<file path="config.mk">
export PLATFORM = sky130hd
export DESIGN_NAME = iobus_dma
export DESIGN_NICKNAME = d
export VERILOG_FILES = /design/src/rtl/iobus_dma.sv
export SDC_FILE = /design/constraint.sdc
export NUM_CORES = 1
export LEC_CHECK = 0
export CELL_PAD_IN_SITES_DETAIL_PLACEMENT = 2
export CELL_PAD_IN_SITES_GLOBAL_PLACEMENT = 2
export CORE_ASPECT_RATIO = 0.5
export CORE_MARGIN = 10
export CORE_UTILIZATION = 27
export CTS_BUF_LIST = sky130_fd_sc_hd__clkbuf_8
export CTS_CLUSTER_DIAMETER = 60
export DETAILED_ROUTE_END_ITERATION = 8
export PLACE_DENSITY = 0.88
export SYNTH_ARGS = -nofsm -noshare
export SYNTH_HDL_FRONTEND = slang
export SYNTH_SLANG_ARGS = --single-unit
export TNS_END_PERCENT = 5
</file>
<file path="constraint.sdc">
create_clock -name CLK -period 1.9 [get_ports CLK]
set_input_delay 0.19 -clock CLK [delete_from_list [all_inputs] [get_ports CLK]]
set_output_delay 0.19 -clock CLK [all_outputs]
set_load 0.005 [all_outputs]
</file>
<file path="src/rtl/iobus_dma.sv">
// iobus_dma -- single-channel word DMA engine on the IOBUS.
//
// Moves LEN 32-bit words from SRC_ADDR to DST_ADDR. Each word is moved as one
// atomic READ/WRITE pair. The address of each side either advances by
// ADDR_STEP after every word or stays fixed, which is how an I/O port is
// addressed.
//
// Ports:
//   CLK, RESET_N             clock, asynchronous active-low reset
//   START, ABORT             begin a transfer (sampled in IDLE) / cancel it
//   SRC_ADDR, DST_ADDR, LEN  transfer descriptor, latched on an accepted START
//   SRC_INC, DST_INC         per-side address increment enables
//   BUS_REQ, BUS_GNT         IOBUS arbitration handshake
//   IOBUS_ADDR, IOBUS_OUT,
//   IOBUS_WR, IOBUS_IN       IOBUS address, write data, write strobe, read data
//   BUSY, DONE               engine active / one-cycle completion pulse
module iobus_dma #(
  parameter int unsigned ADDR_STEP = 4
) (
  input  logic        CLK,
  input  logic        RESET_N,
  input  logic        START,
  input  logic        ABORT,
  input  logic [31:0] SRC_ADDR,
  input  logic [31:0] DST_ADDR,
  input  logic [15:0] LEN,
  input  logic        SRC_INC,
  input  logic        DST_INC,
  output logic        BUS_REQ,
  input  logic        BUS_GNT,
  output logic [31:0] IOBUS_ADDR,
  output logic [31:0] IOBUS_OUT,
  output logic        IOBUS_WR,
  input  logic [31:0] IOBUS_IN,
  output logic        BUSY,
  output logic        DONE
);

  localparam logic [2:0] IDLE  = 3'd0;
  localparam logic [2:0] ARB   = 3'd1;
  localparam logic [2:0] READ  = 3'd2;
  localparam logic [2:0] WRITE = 3'd3;
  localparam logic [2:0] FIN   = 3'd4;

  logic [2:0]  state;
  logic [31:0] src_ptr;
  logic [31:0] dst_ptr;
  logic [31:0] data;
  logic [15:0] count;
  logic        src_inc;
  logic        dst_inc;

  always_ff @(posedge CLK or negedge RESET_N) begin
    if (!RESET_N) begin
      state   <= IDLE;
      src_ptr <= '0;
      dst_ptr <= '0;
      data    <= '0;
      count   <= '0;
      src_inc <= 1'b0;
      dst_inc <= 1'b0;
    end else begin
      case (state)
        IDLE: begin
          // ABORT outranks a simultaneous START.
          if (START && !ABORT) begin
            src_ptr <= SRC_ADDR;
            dst_ptr <= DST_ADDR;
            count   <= LEN;
            src_inc <= SRC_INC;
            dst_inc <= DST_INC;
            state   <= (LEN == '0) ? FIN : ARB;
          end
        end
        ARB: begin
          if (ABORT)        state <= IDLE;
          else if (BUS_GNT) state <= READ;
        end
        READ: begin
          // Grant is not looked at here: the READ/WRITE pair is atomic.
          data  <= IOBUS_IN;
          state <= ABORT ? IDLE : WRITE;
        end
        WRITE: begin
          // The write on the bus this cycle always completes; ABORT only
          // redirects the next state and suppresses DONE.
          count <= count - 16'd1;
          if (src_inc) src_ptr <= src_ptr + ADDR_STEP;
          if (dst_inc) dst_ptr <= dst_ptr + ADDR_STEP;
          if (ABORT)                state <= IDLE;
          else if (count == 16'd1)  state <= FIN;
          else if (BUS_GNT)         state <= READ;
          else                      state <= ARB;
        end
        FIN:     state <= IDLE;
        default: state <= IDLE;
      endcase
    end
  end

  // All outputs decode registered state only, so reset clears them at once.
  always_comb begin
    BUS_REQ    = 1'b0;
    IOBUS_ADDR = '0;
    IOBUS_OUT  = '0;
    IOBUS_WR   = 1'b0;
    BUSY       = (state != IDLE);
    DONE       = (state == FIN);
    case (state)
      ARB:  BUS_REQ = 1'b1;
      READ: begin
        BUS_REQ    = 1'b1;
        IOBUS_ADDR = src_ptr;
      end
      WRITE: begin
        BUS_REQ    = 1'b1;
        IOBUS_ADDR = dst_ptr;
        IOBUS_OUT  = data;
        IOBUS_WR   = 1'b1;
      end
      default: ;
    endcase
  end

endmodule
</file>
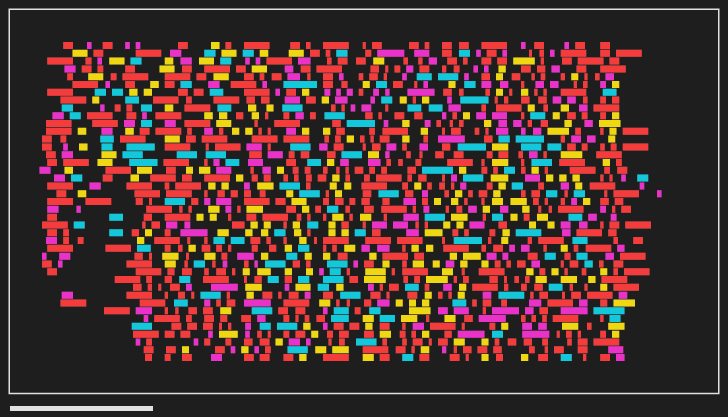
(images/sizing.png)
Bar = 50 um.
[x1 and smaller] red | cells: 624 | share: 55% | most used: clkdlybuf4s50_1
[x6 and larger] cyan | cells: 111 | share: 9.8% | most used: buf_6
[x3 and x4] yellow | cells: 207 | share: 18% | most used: buf_4
[x2] magenta | cells: 190 | share: 17% | most used: buf_2
Setup WS post-layout: -664 ps
final design area excluding fillers: 12200 um^2
synth-to-layout area growth: 75.1%

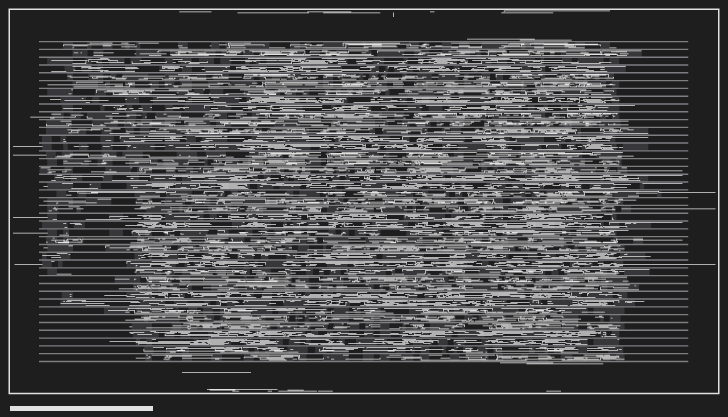
(images/m1.png)
Bar = 50 um. Supply wires on this layer in grey. Cells faint in the background.
main direction: horizontal
wire length on this layer: 20.4 mm

==> results.sh <==
# physical design summary
export IMPL_synth_warnings=0
export IMPL_gr_max_usage_layer="met2"
export IMPL_dp_slack_ps=-363
export IMPL_wl_met3_um=5480
export IMPL_chipArea_um2=32900
export IMPL_grtUsageTotal=0.303
export IMPL_synthAoiAreaFrac=0.225
export IMPL_antenna_found_initial=1
export IMPL_highest_layer="met4"
export IMPL_diodes=0
export IMPL_finalSetupViolCount=175
export IMPL_worstMarginPinSlew_ps=624
export IMPL_fa_ha_area_frac=0.00721
export IMPL_synth_cell_types=67
export IMPL_critPathSlowestCell="dfrtp_1"
export IMPL_powerComb_mw=11.5
export IMPL_portBuffers=186
export IMPL_numCtsBuffers=17
export IMPL_slowest_delay_ps=560
export IMPL_wl_met1_um=20400
export IMPL_path_clk_slew_ps=110
export IMPL_mux_share=0.0576
export IMPL_ant_nets=0
export IMPL_status="finished, violations left"
export IMPL_startpoint_type="flop"
export IMPL_violations="setup timing"
export IMPL_drt_pass1_iterations=5
export IMPL_worstSetupPathType="reg2reg"
export IMPL_hpwl_um=27000
export IMPL_fin_total_pwr_mw=19.6
export IMPL_p_int_mw=10.0
export IMPL_pin_count=187
export IMPL_top_cells_by_area="dfrtp_1 (42%), nand2_1 (5.4%), mux2_2 (5.2%)"
export IMPL_power_clock_mw=2.65
export IMPL_clock_sinks=117
export IMPL_lay_top_count="buf_4"
export IMPL_power_frac_seq=0.281
export IMPL_num_rows=41
export IMPL_core_area_um2=25200
export IMPL_syn_nets=903
export IMPL_simple_gate_share=0.246
export IMPL_p_clk_frac=0.135
export IMPL_worst_r2r_path_depth=6
export IMPL_grt_pass1_vias=10200
export IMPL_initial_core_util=0.275
export IMPL_setup_ws_ps=-664
-- sequential cells by signal, indices dropped and copies added (netlist names) --
name,flops
dst_ptr,32
state,3
data,32
src_ptr,32
dst_inc,1
src_inc,1
count,16
-- area by class of cell --
cell class | instances | area [um^2]
multi-input cells | 597 | 4610
flip-flops and latches | 117 | 2940
fillers | 2572 | 13100
repair inverters | 1 | 11.3
clock buffers | 19 | 262
repair buffers | 374 | 3720
inverters | 11 | 55.1
clock inverters | 13 | 133
well taps | 344 | 430
-- worst max-delay path, delay by kind of cell (launching register included) --
kind	cells	cell delay (ps)
and+or+nand+nor	5	1660
DFF	1	560
buffers and inverters	1	270
